File: src/rtl/sigmoid_pkg.sv
// Shared fixed-point definitions for the sigmoid forward and backward blocks.
// Q(WL-FL).FL two's complement; ONE is the fixed-point value 1.0.
package sigmoid_pkg;

  localparam int WL  = 16;
  localparam int FL  = 12;
  localparam int ONE = 1 << FL;

  typedef logic signed [WL-1:0]   q_t;
  typedef logic signed [2*WL-1:0] qq_t;

  localparam q_t ONE_Q  = q_t'(ONE);
  localparam q_t ZERO_Q = '0;

  // Clamp an activation into the unit interval [0, ONE].
  function automatic q_t clamp_unit(input q_t y);
    if (y < ZERO_Q)     return ZERO_Q;
    else if (y > ONE_Q) return ONE_Q;
    else                return y;
  endfunction

  // True when an activation lies outside [0, ONE].
  function automatic logic out_of_unit(input q_t y);
    return (y < ZERO_Q) || (y > ONE_Q);
  endfunction

  // Full-precision signed product of two Q words.
  function automatic qq_t mul_full(input q_t a, input q_t b);
    qq_t a_x;
    qq_t b_x;
    a_x = {{WL{a[WL-1]}}, a};
    b_x = {{WL{b[WL-1]}}, b};
    return a_x * b_x;
  endfunction

  // Rescale a double-width product back to Q: arithmetic shift rounds
  // toward minus infinity; callers guarantee the result fits WL bits.
  function automatic q_t floor_shift(input qq_t p);
    return q_t'(p >>> FL);
  endfunction

endpackage

File: src/rtl/fx_mul_floor.sv
// Registered signed Q x Q multiply with floor rescale and clock enable.
// Output register holds its value while en_i is low.
module fx_mul_floor
  import sigmoid_pkg::*;
(
  input  logic                 clk,
  input  logic                 rst_n,
  input  logic                 en_i,
  input  logic signed [WL-1:0] a_i,
  input  logic signed [WL-1:0] b_i,
  output logic signed [WL-1:0] p_o
);

  q_t p_d;
  q_t p_q;

  assign p_d = floor_shift(mul_full(a_i, b_i));

  // Product register, advancing only with the pipeline.
  always_ff @(posedge clk or negedge rst_n) begin
    if (!rst_n) begin
      p_q <= '0;
    end else if (en_i) begin
      p_q <= p_d;
    end
  end

  assign p_o = p_q;

endmodule

File: src/rtl/sigmoid_bwd.sv
// Sigmoid backward pass: grad_out = g * y * (1 - y), 3-stage valid/ready
// pipeline with a single global advance (all stages move or all hold).
//   S1: clamp y to [0, ONE], form 1-y, capture g
//   S2: d = floor(yc * (ONE - yc) / ONE)
//   S3: r = floor(g * d / ONE)
module sigmoid_bwd
  import sigmoid_pkg::*;
(
  input  logic                 clk,
  input  logic                 rst_n,
  input  logic                 in_valid,
  output logic                 in_ready,
  input  logic signed [WL-1:0] act_in,
  input  logic signed [WL-1:0] grad_in,
  output logic                 out_valid,
  input  logic                 out_ready,
  output logic signed [WL-1:0] grad_out,
  output logic                 clamp_flag,
  input  logic                 clamp_clr
);

  logic adv;
  logic accept;

  q_t   yc_d, om_d;
  q_t   yc_q, om_q, g1_q;
  logic v1_q;

  q_t   d_q, g2_q;
  logic v2_q;

  logic out_valid_q;
  logic clamp_flag_d, clamp_flag_q;

  // Advance whenever the output slot is empty or being drained.
  assign adv      = !out_valid_q || out_ready;
  assign in_ready = adv;
  assign accept   = in_valid && adv;

  // S1 operands: clamped activation and its complement.
  always_comb begin
    yc_d = clamp_unit(act_in);
    om_d = ONE_Q - yc_d;
  end

  // Stage 1 registers.
  // NOTE: sequential state uses non-blocking (<=) so every register samples
  // pre-edge values; blocking here would leak one stage into the next.
  always_ff @(posedge clk or negedge rst_n) begin
    if (!rst_n) begin
      // NOTE: data registers are reset too so grad_out reads 0 after reset;
      // the valids alone are what discard in-flight transactions.
      v1_q <= 1'b0;
      yc_q <= '0;
      om_q <= '0;
      g1_q <= '0;
    end else if (adv) begin
      v1_q <= in_valid;
      yc_q <= yc_d;
      om_q <= om_d;
      g1_q <= grad_in;
    end
  end

  // S2 product d = yc*(1-yc); never exceeds ONE/4, so it fits WL.
  fx_mul_floor u_s2_mul (
    .clk   (clk),
    .rst_n (rst_n),
    .en_i  (adv),
    .a_i   (yc_q),
    .b_i   (om_q),
    .p_o   (d_q)
  );

  // Stage 2 side-band: gradient and valid travel alongside d.
  always_ff @(posedge clk or negedge rst_n) begin
    if (!rst_n) begin
      v2_q <= 1'b0;
      g2_q <= '0;
    end else if (adv) begin
      v2_q <= v1_q;
      g2_q <= g1_q;
    end
  end

  // S3 product r = g*d; |r| <= |g|/4, so truncation to WL is exact.
  fx_mul_floor u_s3_mul (
    .clk   (clk),
    .rst_n (rst_n),
    .en_i  (adv),
    .a_i   (g2_q),
    .b_i   (d_q),
    .p_o   (grad_out)
  );

  // Output valid; holds with grad_out while stalled.
  always_ff @(posedge clk or negedge rst_n) begin
    if (!rst_n) begin
      out_valid_q <= 1'b0;
    end else if (adv) begin
      out_valid_q <= v2_q;
    end
  end

  assign out_valid = out_valid_q;

  // Sticky out-of-range flag; clear has priority over a same-cycle set.
  always_comb begin
    clamp_flag_d = clamp_flag_q;
    if (clamp_clr) begin
      clamp_flag_d = 1'b0;
    end else if (accept && out_of_unit(act_in)) begin
      clamp_flag_d = 1'b1;
    end
  end

  // Clamp flag register.
  always_ff @(posedge clk or negedge rst_n) begin
    if (!rst_n) begin
      clamp_flag_q <= 1'b0;
    end else begin
      clamp_flag_q <= clamp_flag_d;
    end
  end

  assign clamp_flag = clamp_flag_q;

endmodule

File: config.mk
export PLATFORM = sky130hd
export DESIGN_NAME = sigmoid_bwd
export DESIGN_NICKNAME = d
export VERILOG_FILES = /design/src/rtl/sigmoid_pkg.sv /design/src/rtl/fx_mul_floor.sv /design/src/rtl/sigmoid_bwd.sv
export SDC_FILE = /design/constraint.sdc
export NUM_CORES = 1
export LEC_CHECK = 0
export ABC_AREA = 1
export CAP_MARGIN = 10
export CORE_ASPECT_RATIO = 0.5
export CORE_MARGIN = 2
export CORE_UTILIZATION = 45
export DETAILED_ROUTE_END_ITERATION = 16
export GPL_ROUTABILITY_DRIVEN = 0
export GPL_TIMING_DRIVEN = 1
export PLACE_DENSITY_LB_ADDON = 0.1
export SLEW_MARGIN = 20
export SYNTH_ARGS = -nofsm -noshare
export SYNTH_HDL_FRONTEND = slang
export SYNTH_SLANG_ARGS = --single-unit
File: constraint.sdc
create_clock -name clk -period 7.5 [get_ports clk]
set_input_delay 2.25 -clock clk [delete_from_list [all_inputs] [get_ports clk]]
set_output_delay 2.25 -clock clk [all_outputs]
set_load 0.01 [all_outputs]
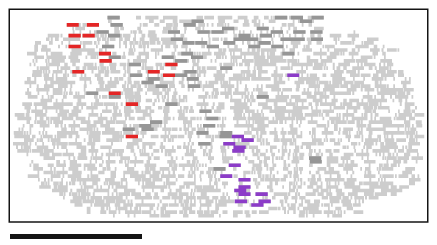
(run_1/registers.png)
The bar under the picture is 100 um long. Other sequential cells in the stronger grey, the rest of the logic in the fainter grey.
Red stands for yc_q, sequential cells 14. Purple stands for u_s3_mul.p_o, sequential cells 16, where south.
Another 68 sequential cells are not coloured.
register area: 2450 sq um
Post-Route Utilization: 48.8%
sequential power: 1.12 mW
sequential cell area share: 10.6%

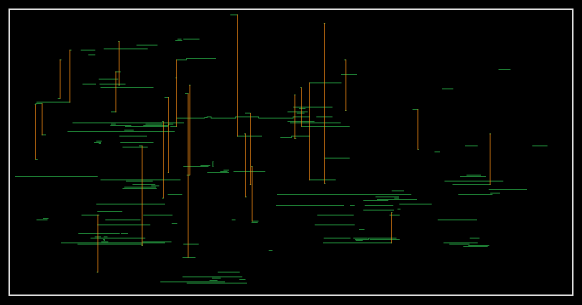
(run_1/metal_stack.png)
Only two layers are drawn.
Orange stands for met4, wire length 960 um. Green stands for met3, wire length 2040 um.
total number of vias: 17095
WL/cell: 16.1 um
WL final: 56.5 mm

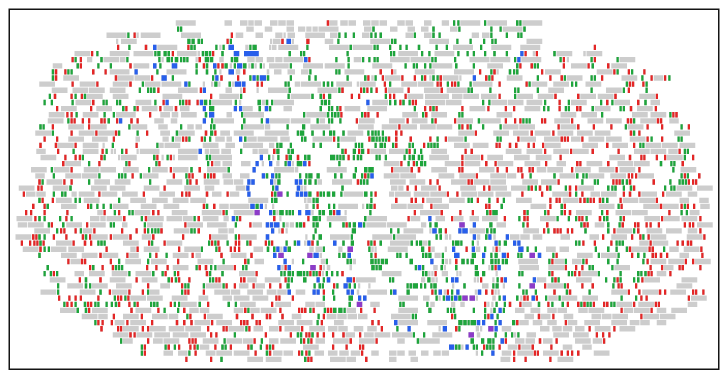
(run_1/gate_families.png)
Green stands for NAND gates, cells 985, where spread over the die. Blue stands for inverting AOI/OAI gates, cells 138. Purple stands for AND-OR and OR-AND gates, cells 14. Red stands for inverters, cells 824, where spread over the die.
multi-input combinational area share: 68.0%
non-filler cells, final: 3517
Commonest Layout Cell: nand2_1

==> flow_summary.yaml, run 1 <==
# physical design summary
outcome:
  status: "completed"
grt:
  antenna_found_initial: 0
  grt_pass1_wl_mm: 94.7
  grt.busiest_layer: "met2"
sta:
  setup-violations-final: 0
  max_freq_mhz: 163
  min_period_ns: 6.12
  slew_viol_final: 0
  hold_viol: 0
clocking:
  clkSinkCount: 98
  clk_latency_ns: 0.36
  post_cts_buffers: 0
  path_clk_slew_ns: 0.07
pwr:
  p_switching_mw: 4.12
  power_density_nw_per_um2: 310
  intPower_mw: 3.05
  p_clk_mw: 0.519
logic_synthesis:
  yosys_warnings: 0
  most_common_cell: "nand2_1"
  fa_ha_area_share_pct: 47.1
  synth_area_sq_um: 21800
  synthTopLogicFamily: "adder cells"
  simple_gate_share_pct: 20.5
  aoi_share_pct: 3.98
  synth_flops: 98
  synth_cell_types: 39
  syn-num-nets: 3535
  edf_count: 0
floorplan:
  core_sq_um: 47300
  die_area_sq_um: 50200
  std_cell_rows: 56
hold_path:
  hp-class: "flop to flop"
worst_setup_path:
  crit_path_end_kind: "flop"
  cpMostUsedCell: "fa_1"
  cp-start-kind: "flop"
route:
  drtIter0Drc: 1121
  postRouteAntennaNets: 0
  drc: 0
place:
  pre_cts_ws_ns: 1.42
  hpwlAfterDp_mm: 46.9
cells_and_area:
  logic_area_sq_um: 15700
  drive_gt1_share_pct: 1.98
  syn2layout_area_growth_pct: 6.09
  num_antenna_cells: 0
  nNetsFinal: 3487
flow_run:
  maxCapViolCount: 0
## run 1: path summary, 6_finish.rpt
kind	from	to	slack (ns)	cells after the start
worst max-delay path	u_s2_mul.p_o[2]$_DFFE_PN0N_	u_s3_mul.p_o[14]$_DFFE_PN0N_	1.38	19
worst min-delay path	v2_q$_DFFE_PN0N_	out_valid$_DFFE_PN0N_	0.45	2
worst max register to register	u_s2_mul.p_o[2]$_DFFE_PN0N_	u_s3_mul.p_o[14]$_DFFE_PN0N_	1.38	19
worst min register to register	v2_q$_DFFE_PN0N_	out_valid$_DFFE_PN0N_	0.45	2
max in group asynchronous	rst_n	g1_q[3]$_DFFE_PN0N_	4.66	2
min in group asynchronous	rst_n	om_q[11]$_DFFE_PN0N_	1.80	1
## run 1: cell type report
type / count / area share (%)
multi-input combinational: 1865 / 68.0
clock inverter: 4 / 0.331
tap: 638 / 3.46
timing repair buffer: 77 / 3.11
clock buffer: 11 / 1.05
inverter: 824 / 13.4
sequential: 98 / 10.6
## run 1: per-stage QoR
stage	total power, mW	utilization [%]	cell area, sq um	hold slack [ns]	std cells
after floorplan	4.86	-	21800	0.420	2923
after global placement	6.64	48.1	22800	0.442	3502
after detailed placement	6.66	48.1	22800	0.449	3502
after CTS	7.23	48.8	23100	0.467	3517
after global routing	8.06	48.8	23100	0.500	3517
final	7.16	48.8	23100	0.455	3517
## run 1: critical path, delay by kind of cell (launching register included)
kind,cells,cell delay [ns]
fa+ha+maj,7,3.68
buf+inv,3,0.26
compound gates,4,0.69
simple gates,5,0.55
flops,1,0.80
## run 1: layer usage
metal	up-vias	wire [um]	part of all wire (%)
met2	319	26200	46
met4	0	959	1.7
met1	8484	27300	48
li1	8238	-	-
met5	-	0	0
met3	54	2040	3.6
==> run_1/met4.png <==
The bar under the picture is 100 um long.
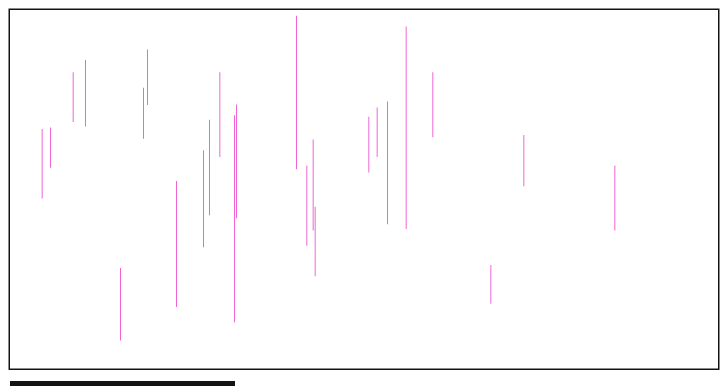

--- run 2 (diff from run 1) ---
==> constraint.sdc (replaced) <==
create_clock -name clk -period 5.61 [get_ports clk]
set_input_delay 1.683 -clock clk [delete_from_list [all_inputs] [get_ports clk]]
set_output_delay 1.683 -clock clk [all_outputs]
set_load 0.01 [all_outputs]
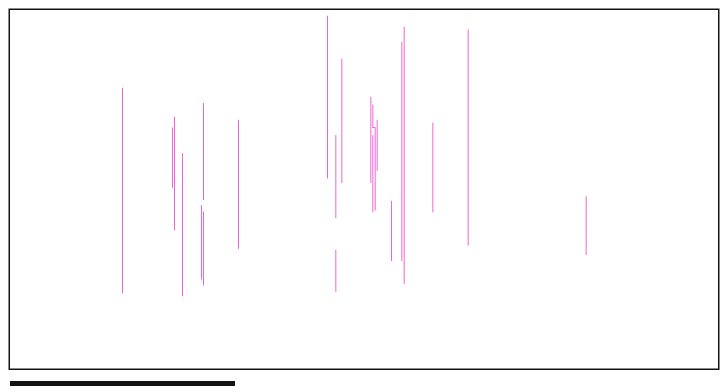
(run_2/met4.png)
The bar under the picture is 100 um long.
The layer holds 1.9% of the routed length. The layer carries 1120 um of wire.
total number of vias: 17949
WL final: 59.3 mm

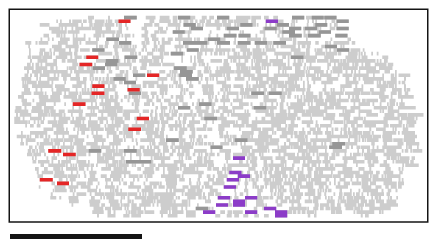
(run_2/registers.png)
The bar under the picture is 100 um long. Other sequential cells in the stronger grey, the rest of the logic in the fainter grey.
Red stands for yc_q, sequential cells 14. Purple stands for u_s3_mul.p_o, sequential cells 16, where south.
Another 68 sequential cells are not coloured.

==> flow_summary.yaml, run 2 <==
# physical design summary
outcome:
  status: "completed"
logic_synthesis:
  synth_flops: 98
  synth_cell_types: 39
  most_common_cell: "nand2_1"
  edf_count: 0
  yosys_warnings: 0
  syn-num-nets: 3535
grt:
  grt.busiest_layer: "met2"
  grt_pass1_wl_mm: 97.6
worst_setup_path:
  crit_path_end_kind: "flop"
  cp_top_family: "adder cells"
  ff2ff_setup_slack_ns: 0.11
  cp.depth: 21
route:
  met2WireLength_mm: 27.7
  wl_per_cell_um: 15.8
  drtIter0Drc: 1055
  met1_length_mm: 28.0
  top_layer_used: "met4"
  wl_met3_mm: 2.42
cells_and_area:
  post-route-util_pct: 54.4
  drive_gt1_share_pct: 14.1
  syn2layout_area_growth_pct: 18.3
pwr:
  p_total_mw: 12.6
  pg_seq_mw: 1.20
  intPower_mw: 5.90
clocking:
  path_clk_slew_ns: 0.09
  clk_latency_ns: 0.38
sta:
  hold_viol: 0
  fin_hold_ws_ns: 0.455
  setup-violations-final: 0
  max_freq_mhz: 182
place:
  hpwlAfterDp_mm: 50.6
floorplan:
  die_area_sq_um: 50200
  core_sq_um: 47300
hold_path:
  hp-class: "flop to flop"
flow_run:
  maxCapViolCount: 0
-- run 2: cell count changes in the layout (fill, tap and decap cells not counted), sizes merged --
cell / delta
buf: +221
bufinv: -1
clkbuf: -2
clkinvlp: +2
diode: +1
inv: +2
-- run 2: final cells by class --
cell class	instances	area, sq um	area share (%)
clock inverter	7	85.1	0.331
antenna	1	2.50	0.00973
timing repair buffer	298	2660	10.3
sequential	98	2500	9.71
inverter	824	3100	12.0
multi-input combinational	1865	16400	63.6
clock buffer	9	225	0.876
tap	638	798	3.10
-- run 2: path summary, 6_finish.rpt --
check,start,end
hold / removal,v2_q$_DFFE_PN0N_,out_valid$_DFFE_PN0N_
setup / recovery,g2_q[15]$_DFFE_PN0N_,u_s3_mul.p_o[14]$_DFFE_PN0N_
setup reg to reg,g2_q[15]$_DFFE_PN0N_,u_s3_mul.p_o[14]$_DFFE_PN0N_
max in group asynchronous,rst_n,g2_q[5]$_DFFE_PN0N_
min in group asynchronous,rst_n,om_q[12]$_DFFE_PN0N_
hold reg to reg,v2_q$_DFFE_PN0N_,out_valid$_DFFE_PN0N_
-- run 2: cell families after synthesis --
group / Yosys count / share of synthesized area, %
fa+ha+maj: 575 / 47.1
compound gates: 152 / 3.98
flops: 98 / 11.3
buf+inv: 960 / 16.6
xor+xnor: 13 / 0.523
simple gates: 1125 / 20.5
-- run 2: per-stage QoR --
step | instance area (sq um) | TNS, ns | cells | setup WS [ns]
after global placement | 24300 | -1.04 | 3691 | -0.187
after global routing | 25700 | -0.390 | 3739 | -0.0813
after floorplan | 21800 | 0 | 2923 | 0.0935
after CTS | 24700 | 0 | 3707 | 0.00814
after detailed placement | 24300 | -1.15 | 3691 | -0.173
final | 25700 | 0 | 3740 | 0.114
No activity file was given, so power comes from the tool's default toggle rates.
